## src/rtl/uart_hex_sequencer.sv

```systemverilog
// Turns a byte FIFO into a lowercase hex dump on a UART transmitter:
// two hex digits per byte, then a space or CR LF at frame/line ends.
module uart_hex_sequencer #(
  parameter int unsigned BYTES_PER_LINE = 16
) (
  input  logic       clk,
  input  logic       reset,
  input  logic       fifo_empty,
  input  logic [7:0] fifo_data,
  input  logic       fifo_eof,
  output logic       fifo_rd,
  output logic       tx_dv,
  output logic [7:0] tx_byte,
  input  logic       tx_active,
  input  logic       tx_done,
  output logic       busy
);

  localparam logic [2:0] ST_IDLE  = 3'd0;
  localparam logic [2:0] ST_LOAD  = 3'd1;
  localparam logic [2:0] ST_ISSUE = 3'd2;
  localparam logic [2:0] ST_WAIT  = 3'd3;
  localparam logic [2:0] ST_NEXT  = 3'd4;

  localparam logic [7:0] BPL = 8'(BYTES_PER_LINE);

  function automatic logic [7:0] hex_char(input logic [3:0] nib);
    logic [7:0] c;
    if (nib < 4'd10) begin
      c = 8'h30 + {4'h0, nib};
    end else begin
      c = 8'h57 + {4'h0, nib};
    end
    return c;
  endfunction

  logic [2:0]      state_q, state_d;
  logic [7:0]      byte_q, byte_d;
  logic            eof_q, eof_d;
  logic [7:0]      line_cnt_q, line_cnt_d;
  logic [3:0][7:0] char_q, char_d;
  logic [2:0]      q_len_q, q_len_d;
  logic [1:0]      q_idx_q, q_idx_d;
  logic            tx_dv_q, tx_dv_d;
  logic [7:0]      tx_byte_q, tx_byte_d;
  logic            busy_q, busy_d;
  logic            fifo_rd_s;
  logic [7:0]      cnt_next_s;
  logic            crlf_s;

  // Next-state and datapath decode for the character sequencer.
  always_comb begin
    state_d    = state_q;
    byte_d     = byte_q;
    eof_d      = eof_q;
    line_cnt_d = line_cnt_q;
    char_d     = char_q;
    q_len_d    = q_len_q;
    q_idx_d    = q_idx_q;
    tx_dv_d    = 1'b0;
    tx_byte_d  = tx_byte_q;
    fifo_rd_s  = 1'b0;
    cnt_next_s = line_cnt_q + 8'd1;
    // eof and a full line together still give a single CR LF
    crlf_s     = eof_q || (cnt_next_s >= BPL);

    case (state_q)
      ST_IDLE: begin
        if (!fifo_empty) begin
          fifo_rd_s = 1'b1;
          byte_d    = fifo_data;
          eof_d     = fifo_eof;
          state_d   = ST_LOAD;
        end else begin
          state_d   = ST_IDLE;
        end
      end
      ST_LOAD: begin
        char_d[0] = hex_char(byte_q[7:4]);
        char_d[1] = hex_char(byte_q[3:0]);
        q_idx_d   = 2'd0;
        if (crlf_s) begin
          char_d[2]  = 8'h0D;
          char_d[3]  = 8'h0A;
          q_len_d    = 3'd4;
          line_cnt_d = 8'd0;
        end else begin
          char_d[2]  = 8'h20;
          char_d[3]  = 8'h00;
          q_len_d    = 3'd3;
          line_cnt_d = cnt_next_s;
        end
        state_d = ST_ISSUE;
      end
      ST_ISSUE: begin
        if (!tx_active) begin
          tx_byte_d = char_q[q_idx_q];
          tx_dv_d   = 1'b1;
          state_d   = ST_WAIT;
        end else begin
          state_d   = ST_ISSUE;
        end
      end
      ST_WAIT: begin
        if (tx_done) begin
          state_d = ST_NEXT;
        end else begin
          state_d = ST_WAIT;
        end
      end
      ST_NEXT: begin
        if (({1'b0, q_idx_q} + 3'd1) < q_len_q) begin
          q_idx_d = q_idx_q + 2'd1;
          state_d = ST_ISSUE;
        end else begin
          q_idx_d = 2'd0;
          q_len_d = 3'd0;
          state_d = ST_IDLE;
        end
      end
      default: begin
        state_d = ST_IDLE;
      end
    endcase

    busy_d = (state_d != ST_IDLE);
  end

  // State and output registers with synchronous reset taking priority.
  always_ff @(posedge clk) begin
    if (reset) begin
      state_q    <= ST_IDLE;
      byte_q     <= 8'h00;
      eof_q      <= 1'b0;
      line_cnt_q <= 8'd0;
      char_q     <= '0;
      q_len_q    <= 3'd0;
      q_idx_q    <= 2'd0;
      tx_dv_q    <= 1'b0;
      tx_byte_q  <= 8'h00;
      busy_q     <= 1'b0;
    end else begin
      state_q    <= state_d;
      byte_q     <= byte_d;
      eof_q      <= eof_d;
      line_cnt_q <= line_cnt_d;
      char_q     <= char_d;
      q_len_q    <= q_len_d;
      q_idx_q    <= q_idx_d;
      tx_dv_q    <= tx_dv_d;
      tx_byte_q  <= tx_byte_d;
      busy_q     <= busy_d;
    end
  end

  // The pop is decoded so the head byte is latched in the same cycle it is popped.
  assign fifo_rd = fifo_rd_s & ~reset;
  assign tx_dv   = tx_dv_q;
  assign tx_byte = tx_byte_q;
  assign busy    = busy_q;

endmodule
```

## config.mk

```make
export PLATFORM = sky130hd
export DESIGN_NAME = uart_hex_sequencer
export DESIGN_NICKNAME = d
export VERILOG_FILES = /design/src/rtl/uart_hex_sequencer.sv
export SDC_FILE = /design/constraint.sdc
export NUM_CORES = 1
export LEC_CHECK = 0
export CORE_UTILIZATION = 55
export CTS_CLUSTER_DIAMETER = 60
export DETAILED_ROUTE_END_ITERATION = 10
export HOLD_SLACK_MARGIN = 0.15
export PLACE_DENSITY_LB_ADDON = 0.1
export SLEW_MARGIN = 30
export SYNTH_ARGS = -nofsm -noshare
export SYNTH_HDL_FRONTEND = slang
export SYNTH_SLANG_ARGS = --single-unit
```

## constraint.sdc

```tcl
create_clock -name clk -period 2.15 [get_ports clk]
set_clock_uncertainty 0.2 [all_clocks]
set_input_delay 0.5375 -clock clk [delete_from_list [all_inputs] [get_ports clk]]
set_output_delay 0.5375 -clock clk [all_outputs]
set_load 0.02 [all_outputs]
```

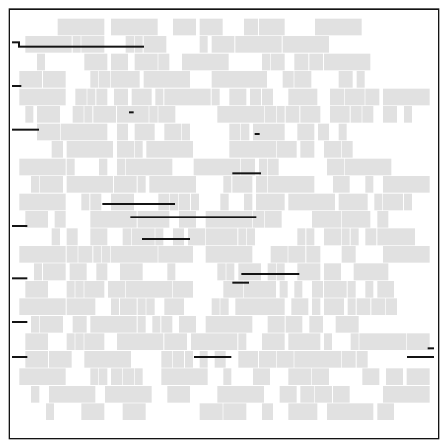
*Signal wires on met3*
Cells faint in the background.
- main direction: horizontal
- nets with wire on the layer: 13
- share of all routed wire: 2.2%
- longest straight run: 19.3 um
- wire length on this layer: 97.5 um

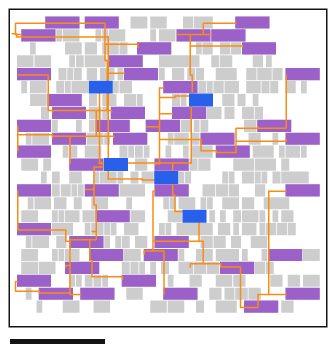
*Routed clock nets over the placement*
The bar under the picture is 20 um long.
- flip-flops: purple (count 49)
- clock wires: orange (length 585 um)
- clock drivers: blue (count 5)
- routed clock nets: 6
- flops lie: all over the die

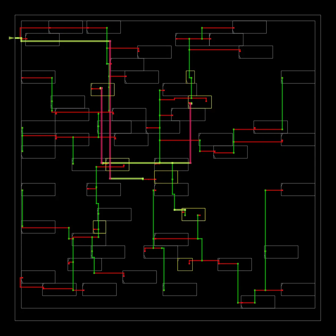
*Clock wiring as the flow saved it*
clock buffer count in the final layout: 5
clock network power: 559 uW
number of clock buffers inserted by TritonCTS: 5
total number of sequential cells: 49

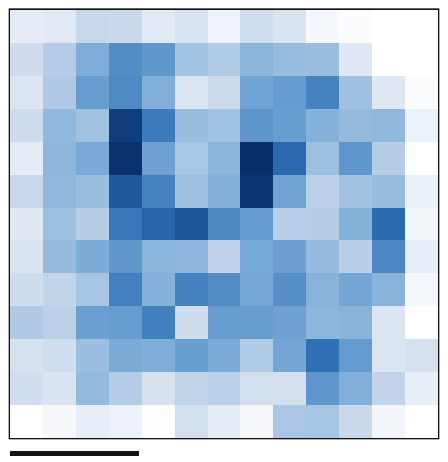
*Wire density map*
The bar under the picture is 20 um long. 13 x 13 tiles, from white (low) to dark blue (high), scaled to the fullest tile. Values are wire area over tile area, all layers added.
- emptiest ninth of the die: top right
- mean over tiles: 0.16
- nearly empty tiles: 5.3%

[worst max-delay path, cell delays in order, from the launching register on]
cell,delay [ns]
sky130_fd_sc_hd__dfxtp_1,0.33
sky130_fd_sc_hd__nor4_2,0.26
sky130_fd_sc_hd__buf_4,0.15
sky130_fd_sc_hd__nor2b_4,0.16
sky130_fd_sc_hd__buf_6,0.13
[through the flow]
step | setup WS (ns) | util [%] | TNS [ns] | cells
5_1_grt | 0.004031 | 68.53 | 0 | 349
4_1_cts | 0.05351 | 68.38 | 0 | 349
6_report | 0.08180 | 68.53 | 0 | 349
3_5_place_dp | -0.7127 | 65.84 | -0.9140 | 340
3_3_place_gp | -0.7083 | 65.84 | -0.8980 | 340
2_1_floorplan | 0.06451 | - | 0 | 268
[kinds of logic after synthesis]
family / count (synthesis)
AOI/OAI and AO/OA: 57
buffers and inverters: 29
adders and majority gates: 6
muxes: 15
other: 1
xor gates and xnor gates: 3
and+or+nand+nor: 108
DFF: 49
[routing by layer]
metal	part of all wire [%]	GRT usage [%]
met5	0	0
met4	1.3	7.979
met3	2.2	3.596
met2	48	36.49
met1	48	27.81
[power groups by stage]
stage	Sequential [uW]	Clock, uW	Combinational [uW]
after global routing	1000	617	346
after floorplan	1020	0	198
after detailed placement	1020	0	307
final	995	559	314
after CTS	995	571	315
after global placement	1020	0	303
[sequential cells by signal, indices dropped and copies added, names as in the netlist]
name	flops
char_q	16
byte_q	8
line_cnt_q	8
tx_byte	7
state_q	3
q_idx_q	2
q_len_q	2
busy	1
eof_q	1
tx_dv	1
[cell type report]
cell class	instances	area (um2)	area share, %
clock buffer	5	68.82	2.510
clock inverter	3	21.27	0.7759
inverter	12	45.04	1.643
multi-input combinational	190	1209	44.09
sequential	49	980.9	35.78
tap	50	62.56	2.282
timing repair buffer	40	354.1	12.92
[worst max path at each step]
stage / startpoint / to / slack (ns)
floorplan: state_q[0] / fifo_rd / 0.06
global placement: fifo_empty / fifo_rd / -0.71
detailed placement: fifo_empty / fifo_rd / -0.71
CTS: state_q[1] / fifo_rd / 0.05
global route: q_idx_q[1] / busy / 0.004
finish: state_q[1] / fifo_rd / 0.08
[repair_timing]
action,in CTS,in global routing
resized,12,1
hold endpoints to repair,0,0
buffers inserted,1,0
endpoints found under the setup margin,1,1
pin swaps,1,0
==> notes.md <==
This memo summarizes the results of the implementation run.

CTS
The hold buffer count at cts is 0. The H-tree was split into 2 levels. The clock latency reported for the late side of the worst-skew pair is 0.30 ns.

Per the post-CTS timing run, clock transition at the registers of the reported paths is 0.09 ns. The maximum buffer depth of the clock tree is 2. The sink count of the clock tree is 49. TritonCTS built the clock tree.

Cells and area
The fill cell total of the finished layout is 327. The flow measured a signed area growth from synthesis to layout of 19.60%. The repair_antennas step left the layout with diodes totalling 0. The ratio of cells with drive above 1 in the final layout is 13.38%. Ranking logic cells in the layout by count gives the top entries 49 x sky130_fd_sc_hd__dfxtp_1, 43 x sky130_fd_sc_hd__nor2_1, 25 x sky130_fd_sc_hd__nand2_1.

Drt
Summing over every cut layer, the via total after detailed routing is 1918. The via count normalized by instance count is 5.496. Per the detailed-route log, wirelength across all metal layers totals 4491 um. The post-detailed-route count of antenna-violating nets is 0. The detailed router finished its first iteration with 121 violations. In the routed design, unresolved DRC markers number 0.

In the final routed layout, each cell accounts on average for 12.87 um. The detailed-routing iteration count for the pre-antenna-repair pass is 4.

Setup path
The critical path data required time is 1.41 ns. For the worst flop-to-flop path, the logic depth is 7. Looking at the reg2reg group, the worst path starts from q_idx_q[0]. The timing report gives the worst reg2reg path a setup slack of 0.11 ns. The endpoint of the worst register-to-register path is busy. The top fanout value on the critical path is 2. STA classifies the critical path endpoint as an output port.

The worst setup path is launched from a flop. The data arrival time reported for the critical path is 1.33 ns.

Logic synthesis
Summing the areas of all fa, ha and maj instances in the mapped netlist gives 3.275% of the synthesized area. The count of different cell masters after synthesis is 50. The cell area that synthesis handed to floorplanning was 2292 um2.

The register bit count reported by yosys is 49. The most used standard cell by instance count after synthesis is sky130_fd_sc_hd__dfxtp_1. The post-synth count of flops with an enable pin is 0. The post-synthesis net count is 288. Counting every instance in the synthesized netlist gives 268. After Yosys synthesis, AND-OR and OR-AND compound gates account for 17.14% of the synthesized area.

The async set or reset register ratio after synthesis is 0%. Averaged over all synthesized cells, the footprint is 8.553 um2. Of the post-synthesis cell area, the part taken by muxes is 6.550%. The area recorded from the Yosys report for this design is 2292 um2.

The cell type that accounts for the most area after synthesis is sky130_fd_sc_hd__dfxtp_1. The xor/xnor share of the synthesized area is 1.146%. The most used flip-flop cell after synthesis is sky130_fd_sc_hd__dfxtp_1. Ranked by total cell area, the synthesized netlist is headed by sky130_fd_sc_hd__dfxtp_1 43%, sky130_fd_sc_hd__nor2_1 7.0%, sky130_fd_sc_hd__mux2i_1 6.6%. The dominant non-sequential cell family after synthesis is simple AND/OR/NAND/NOR gates. Yosys reports that the most numerous cell types are 49 x sky130_fd_sc_hd__dfxtp_1, 43 x sky130_fd_sc_hd__nor2_1, 25 x sky130_fd_sc_hd__nand2_1, 17 x sky130_fd_sc_hd__a21oi_1, 15 x sky130_fd_sc_hd__mux2i_1. For this run, the number of Yosys warnings is 0.

The sequential area share after synthesis is 42.79%.

Pwr
Dividing total power by cell area gives a power density of 681.3 nW/um2. The share of total power in the clock network is 29.9%. Looking at the power breakdown, sequential logic takes 53.3% of the total. Summed over all cells, the static leakage comes to 0.001023 uW. The flow reports that combinational logic draws 16.8% of the design power.

The internal power summed over all cells is 1340 uW. The switching power share of the total is 28.25%. Summing internal, switching and leakage power gives 1868 uW.

Looking at the VDD voltage map, the peak drop is 0.0004529 V. The power dissipated by switching net loads is 527.6 uW.

GRT
The global-route wire length before repair is 7286 um. The number of global-route vias before repair is 1602. The number of antenna violations at the first check in global routing is 0. The maximum number of pins on one net before global-route repair is 47. The global routing report lists combined usage of all routing layers as 21.79%. Recorded from the global router log, the overflow total was 0.

Final timing
The post-layout minimum cycle time is 2.068 ns. The minimum hold slack is 0.2539 ns. In the final report, the number of endpoints failing setup comes to 0. Setup repair after global routing left no endpoint under its margin. For reference, the final report shows the hold violation count at 0.

Floorplan
Row generation in the floorplan step produced 23 rows. The floorplan core area is 4000 um2. The height of the die is 66.56 um. During I/O placement, the number of pins put on the boundary was 25. For this configuration, the core starts out at a cell density of 57.30%.

Min path
The beginning of the worst hold path is char_q[3]. The end point of the worst hold path is char_q[3].

Job
The total tool warning count is 26.

Place
At the end of routability-driven placement, the weighted congestion stood at 0.7929. Detailed placement reports a standard cell area of 2634 um2.

Status
The flow ran to the end, and the final reports show no timing, DRC or antenna violations.
Power and IR drop assume default switching activity.
